[src/rtl/i2c_pkg.sv]
// ============================================================================
// i2c_pkg : shared types and constants for the I2C codec-port target
// Rev 1.0 : initial release
// ============================================================================
`default_nettype none

package i2c_pkg;

  typedef enum logic [2:0] {
    ST_IDLE   = 3'd0,
    ST_ADDR   = 3'd1,
    ST_ACK_A  = 3'd2,
    ST_BYTE1  = 3'd3,
    ST_ACK_1  = 3'd4,
    ST_BYTE2  = 3'd5,
    ST_ACK_2  = 3'd6,
    ST_IGNORE = 3'd7
  } state_e;

  localparam logic [6:0] DEV_ADDR_DEFAULT = 7'h1A;
  localparam int         FRAME_BYTES      = 3;

endpackage

`default_nettype wire

[src/rtl/i2c_line_sync.sv]
// ============================================================================
// i2c_line_sync : 2-flop synchronizers for SCL/SDA plus edge/START/STOP pulses
// Rev 1.0 : initial release
// ============================================================================
`default_nettype none

module i2c_line_sync (
  input  logic i_clk,
  input  logic i_rst_n,
  input  logic i_sclk,
  input  logic i_sdat,
  output logic o_sda,
  output logic o_scl_rise,
  output logic o_scl_fall,
  output logic o_start,
  output logic o_stop
);

  logic scl_s1_q, scl_s2_q, scl_prev_q;
  logic sda_s1_q, sda_s2_q, sda_prev_q;
  logic scl_high_w;

  // Reset to 1 so the bus reads idle and no edge appears on reset release
  always_ff @(posedge i_clk or negedge i_rst_n) begin
    if (!i_rst_n) begin
      scl_s1_q   <= 1'b1;
      scl_s2_q   <= 1'b1;
      scl_prev_q <= 1'b1;
      sda_s1_q   <= 1'b1;
      sda_s2_q   <= 1'b1;
      sda_prev_q <= 1'b1;
    end else begin
      scl_s1_q   <= i_sclk;
      scl_s2_q   <= scl_s1_q;
      scl_prev_q <= scl_s2_q;
      sda_s1_q   <= i_sdat;
      sda_s2_q   <= sda_s1_q;
      sda_prev_q <= sda_s2_q;
    end
  end

  // SDA changes only count as START/STOP when SCL is high in both samples
  assign scl_high_w = scl_prev_q & scl_s2_q;

  assign o_sda      = sda_s2_q;
  assign o_scl_rise = ~scl_prev_q & scl_s2_q;
  assign o_scl_fall = scl_prev_q & ~scl_s2_q;
  assign o_start    = scl_high_w & sda_prev_q & ~sda_s2_q;
  assign o_stop     = scl_high_w & ~sda_prev_q & sda_s2_q;

endmodule

`default_nettype wire

[src/rtl/i2c_codec_target.sv]
// ============================================================================
// i2c_codec_target : write-only I2C target decoding 3-byte codec register writes
// Rev 1.0 : initial release
// ============================================================================
`default_nettype none

module i2c_codec_target
  import i2c_pkg::*;
#(
  parameter logic [6:0] DEV_ADDR = DEV_ADDR_DEFAULT,
  parameter int         NUM_REGS = 16
) (
  input  logic       i_clk,
  input  logic       i_rst_n,
  input  logic       i_sclk,
  input  logic       i_sdat,
  output logic       o_sdat_oe,
  output logic       o_busy,
  output logic       o_wr_valid,
  output logic [6:0] o_wr_addr,
  output logic [8:0] o_wr_data,
  output logic       o_wr_ignored
);

  localparam logic [7:0] NUM_REGS_W = 8'(NUM_REGS);

  logic sda, scl_rise, scl_fall, start, stop;

  i2c_line_sync u_sync (
    .i_clk      (i_clk),
    .i_rst_n    (i_rst_n),
    .i_sclk     (i_sclk),
    .i_sdat     (i_sdat),
    .o_sda      (sda),
    .o_scl_rise (scl_rise),
    .o_scl_fall (scl_fall),
    .o_start    (start),
    .o_stop     (stop)
  );

  state_e     state_q, state_d;
  logic [7:0] shift_q, shift_d;
  logic [2:0] cnt_q, cnt_d;
  logic       oe_q, oe_d;
  logic [6:0] reg_addr_q, reg_addr_d;
  logic       data8_q, data8_d;
  logic       wr_valid_q, wr_valid_d;
  logic       wr_ignored_q, wr_ignored_d;
  logic [6:0] wr_addr_q, wr_addr_d;
  logic [8:0] wr_data_q, wr_data_d;

  logic [7:0] byte_w;
  logic       last_bit_w;

  assign byte_w     = {shift_q[6:0], sda};
  assign last_bit_w = (cnt_q == 3'd7);

  always_ff @(posedge i_clk or negedge i_rst_n) begin
    if (!i_rst_n) begin
      state_q      <= ST_IDLE;
      shift_q      <= 8'd0;
      cnt_q        <= 3'd0;
      oe_q         <= 1'b0;
      reg_addr_q   <= 7'd0;
      data8_q      <= 1'b0;
      wr_valid_q   <= 1'b0;
      wr_ignored_q <= 1'b0;
      wr_addr_q    <= 7'd0;
      wr_data_q    <= 9'd0;
    end else begin
      state_q      <= state_d;
      shift_q      <= shift_d;
      cnt_q        <= cnt_d;
      oe_q         <= oe_d;
      reg_addr_q   <= reg_addr_d;
      data8_q      <= data8_d;
      wr_valid_q   <= wr_valid_d;
      wr_ignored_q <= wr_ignored_d;
      wr_addr_q    <= wr_addr_d;
      wr_data_q    <= wr_data_d;
    end
  end

  always_comb begin
    state_d      = state_q;
    shift_d      = shift_q;
    cnt_d        = cnt_q;
    oe_d         = oe_q;
    reg_addr_d   = reg_addr_q;
    data8_d      = data8_q;
    wr_valid_d   = 1'b0;
    wr_ignored_d = 1'b0;
    wr_addr_d    = wr_addr_q;
    wr_data_d    = wr_data_q;

    if (start) begin
      state_d = ST_ADDR;
      oe_d    = 1'b0;
      cnt_d   = 3'd0;
      shift_d = 8'd0;
    end else if (stop) begin
      state_d = ST_IDLE;
      oe_d    = 1'b0;
      cnt_d   = 3'd0;
    end else begin
      unique case (state_q)
        ST_ADDR, ST_BYTE1, ST_BYTE2: begin
          if (scl_rise) begin
            shift_d = byte_w;
            cnt_d   = cnt_q + 3'd1;
            if (last_bit_w) begin
              unique case (state_q)
                ST_ADDR: begin
                  if (byte_w[7:1] == DEV_ADDR && !byte_w[0]) state_d = ST_ACK_A;
                  else                                        state_d = ST_IGNORE;
                end
                ST_BYTE1: begin
                  reg_addr_d = byte_w[7:1];
                  data8_d    = byte_w[0];
                  state_d    = ST_ACK_1;
                end
                default: begin
                  if ({1'b0, reg_addr_q} < NUM_REGS_W) begin
                    wr_valid_d = 1'b1;
                    wr_addr_d  = reg_addr_q;
                    wr_data_d  = {data8_q, byte_w};
                  end else begin
                    wr_ignored_d = 1'b1;
                  end
                  state_d = ST_ACK_2;
                end
              endcase
            end
          end
        end
        // First SCL fall drives the ACK, the second releases it and moves on
        ST_ACK_A, ST_ACK_1, ST_ACK_2: begin
          if (scl_fall) begin
            if (!oe_q) begin
              oe_d = 1'b1;
            end else begin
              oe_d  = 1'b0;
              cnt_d = 3'd0;
              unique case (state_q)
                ST_ACK_A: state_d = ST_BYTE1;
                ST_ACK_1: state_d = ST_BYTE2;
                default:  state_d = ST_IGNORE;
              endcase
            end
          end
        end
        default: ;
      endcase
    end
  end

  assign o_sdat_oe    = oe_q;
  assign o_busy       = (state_q != ST_IDLE);
  assign o_wr_valid   = wr_valid_q;
  assign o_wr_ignored = wr_ignored_q;
  assign o_wr_addr    = wr_addr_q;
  assign o_wr_data    = wr_data_q;

endmodule

`default_nettype wire

[config.mk]
export PLATFORM = sky130hd
export DESIGN_NAME = i2c_codec_target
export DESIGN_NICKNAME = d
export VERILOG_FILES = /design/src/rtl/i2c_pkg.sv /design/src/rtl/i2c_line_sync.sv /design/src/rtl/i2c_codec_target.sv
export SDC_FILE = /design/constraint.sdc
export NUM_CORES = 1
export LEC_CHECK = 0
export CORE_MARGIN = 10
export CORE_UTILIZATION = 54
export CTS_CLUSTER_SIZE = 24
export DETAILED_ROUTE_END_ITERATION = 6
export PLACE_DENSITY = 0.76
export SLEW_MARGIN = 20
export SYNTH_ARGS = -nofsm -noshare
export SYNTH_HDL_FRONTEND = slang
export SYNTH_SLANG_ARGS = --single-unit
[constraint.sdc]
create_clock -name i_clk -period 2.2 [get_ports i_clk]
set_input_delay 0.44 -clock i_clk [delete_from_list [all_inputs] [get_ports i_clk]]
set_output_delay 0.44 -clock i_clk [all_outputs]
set_load 0.03 [all_outputs]
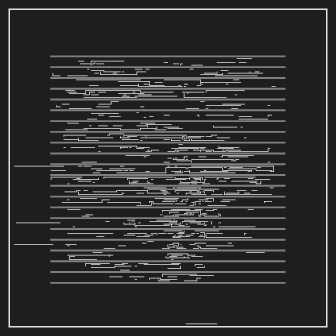
Figure 1: M1 wires.
Supply wires on this layer in grey.
The layer holds 41% of the routed length. The wires run mostly horizontal.

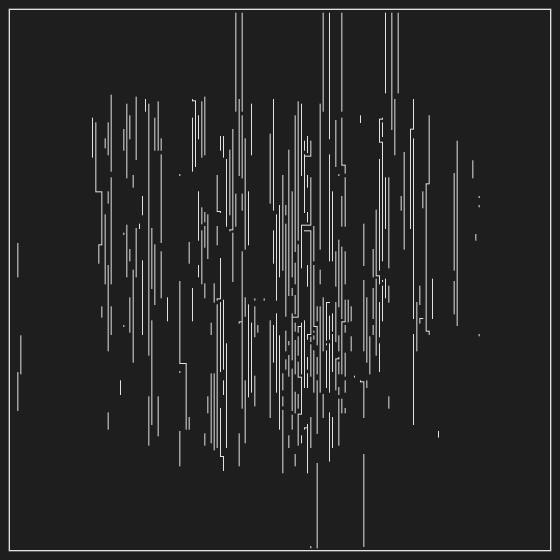
Figure 2: signal wires on met2.
The layer carries 1850 microns of wire. The wires run mostly vertical. The layer holds 50% of the routed length.

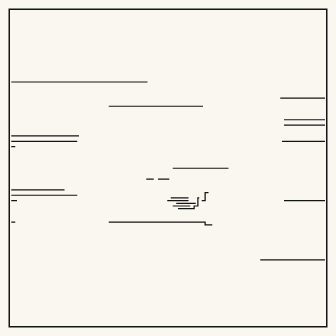
Figure 3: signal wires on met3.
The layer holds 7.2% of the routed length. The wires run mostly horizontal. The layer carries 264 microns of wire.
Routed WL: 3680 microns
vias: 1205
met3 Usage GRT: 0.0552

==> flow_summary.yaml <==
# synthesis and place-and-route metrics
timing:
  fin_crit_ns: 2.09
  whs_ns: 0.171
  finalWorstSetupSlack_ns: 0.110
  setup_viol: 0
  rsz0062_at_grt: "no"
  slew_headroom: 0.432
  hold_viol: 0
  worst_slew_pin_slew_ns: 0.852
  setup-tns-final_ns: 0
  fin_worst_skew_ns: 0.0106
  fin_crit_sh: 0.950
  slew_violations: 0
yosys:
  ys_cells: 142
  ys_sh_adder: 0.0130
  mux_area_frac: 0.182
  ys_sh_xor: 0.00455
  common_cells: "dfrtp_1 (40), mux2_2 (16), nor2_1 (9), mux2i_1 (8), inv_1 (7)"
  ff_type: "dfrtp_1"
  syn_inst: 142
  syn-cell-area_sq_um: 1920
  simple_gate_area_frac: 0.123
  ys_sh_aoi: 0.0423
  edf_count: 0
  avgSynthCellArea_sq_um: 13.6
  logic_family: "multiplexers"
  ys_area_sq_um: 1920
  top_area_frac: 0.520
  async_flop_share: 1.00
  yosysSeqAreaShare: 0.602
  yosysWarnings: 0
  top_area_cell: "dfrtp_1"
  area_leaders: "dfrtp_1 (52%), mux2_2 (9.4%), dfstp_2 (8.2%), mux2_4 (4.7%), mux2i_1 (4.2%)"
  synth_nets: 148
cells_and_area:
  antennaDiodeCount: 0
  seq_area_sq_um: 1160
  clkCellAreaFrac: 0.0355
  fillers: 256
  nNetsFinal: 178
  fin_util: 0.676
  nNonClkInverters: 7
  flop-count: 46
  logic_area_sq_um: 702
  fin_cells: 219
  bufAreaShareNonClock: 0.115
  largest_cell_class: "flip-flops and latches"
  clock_buffers: 5
  final_area_sq_um: 2290
  syn2layout_area_growth_pct: 19.0
  final_cell_mix: "dfrtp_1 (39), clkdlybuf4s50_1 (22), mux2_2 (16), nor2_1 (9), mux2i_1 (8)"
  n_all_buffers: 28
clocking:
  cts_root_buf: "clkbuf_4"
  postCtsSetupRepairBufs: 0
  path_clk_slew_ns: 0.13
  cts_tree: "built"
  clock-sinks: 46
  cts-hold-fix-buffers: 0
  post_cts_resized: 0
  cts_buffer_depth: 2
routing:
  drcViolationCount: 0
  dr.pass1.iters: 4
  vias_per_cell: 5.50
  top_layer: "met4"
  detail-route-antenna-nets: 0
  wl_met2_microns: 1850
  route.met3.wl_microns: 263
  drt-met1-wl_microns: 1510
  drtIter0Drc: 104
setup_path:
  crit_arrival_ns: 1.65
  cp_top_family: "buffers and inverters"
  path_cells: "inv_1 > nand2_1 > clkdlybuf4s50_1"
  cpMaxStageDelayCell: "clkdlybuf4s50_1"
  crit_type: "reg -> out"
  cp.required_ns: 1.76
  crit_buf_inv: 2
  critPathLaunchType: "flop"
  cp_max_fo: 10
flow_run:
  warnings: 26
  maxCapViolCount: 0
power:
  finalPower_mw: 1.89
  intPower_mw: 1.34
  p_comb_frac: 0.176
  power_density_nw_per_um2: 826
  p_leak_nw: 1.15
  p_sw_mw: 0.552
  power_leader: "registers"
  powerSeq_mw: 1.05
  seqPwrFrac: 0.555
  pwr-share-clk: 0.269
global_routing:
  grt_pass1_vias: 1283
  grt_pass1_wl_microns: 6280
  antenna_found_initial: 0
  grt_max_degree: 42
  grt_util_met2: 0.201
floorplanning:
  die_w_microns: 79.7
  design.portCount: 24
  core_area_sq_um: 3390
  die-height_microns: 79.7
  tap_cells: 46
  num_rows: 21
  dieArea_sq_um: 6350
  fp_util: 0.568
place:
  place_inst: 211
  place_hpwl_microns: 2690
  placed_area_sq_um: 2210
  dp_slack_ns: 0.157
  io_buffers: 23
min_path:
  hp-class: "in -> async"
status:
  status: "finished clean"
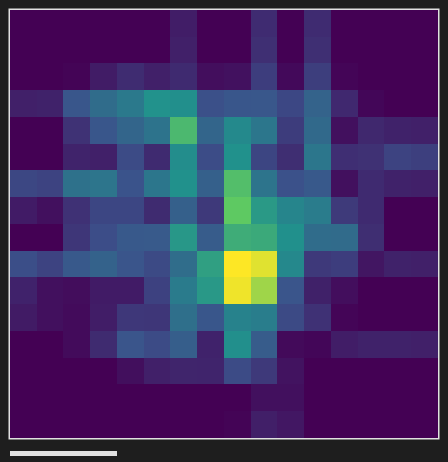
Figure 4: signal metal coverage by tile.
Scale bar: 20 microns. The die is cut into 16 by 16 equal tiles; dark purple is low, yellow is high, scaled to the fullest tile. Values are wire area over tile area, all layers added.
The emptiest ninth of the die: lower right. The fullest tile reaches 0.59. 36% of the tiles are nearly empty. The mean over all tiles is 0.093. 5.9% of the tiles are over half the peak.
DR WL/cell: 16.8 microns
GRT Overall Usage: 0.127

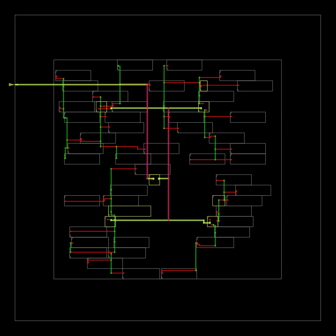
Figure 5: the clock network.
TritonCTS Buffers: 5
Clk power: 0.509 mW

==> path summary, 6_finish.rpt <==
check	from	to	slack [ns]	depth (start not counted)
min in group i_clk	u_sync.scl_s1_q$_DFF_PN1_	u_sync.scl_s2_q$_DFF_PN1_	0.37	0
max reg2reg	cnt_q[0]$_DFFE_PN0P_	o_wr_addr[0]$_DFFE_PN0P_	0.16	7
max in group asynchronous	i_rst_n	o_wr_addr[4]$_DFFE_PN0P_	1.44	2
min reg2reg	u_sync.scl_s1_q$_DFF_PN1_	u_sync.scl_s2_q$_DFF_PN1_	0.37	0
max	state_q[0]$_DFFE_PN0P_	o_busy	0.11	3
min	i_rst_n	o_wr_data[5]$_DFFE_PN0P_	0.17	1
Power is estimated from default activity; no workload was simulated.
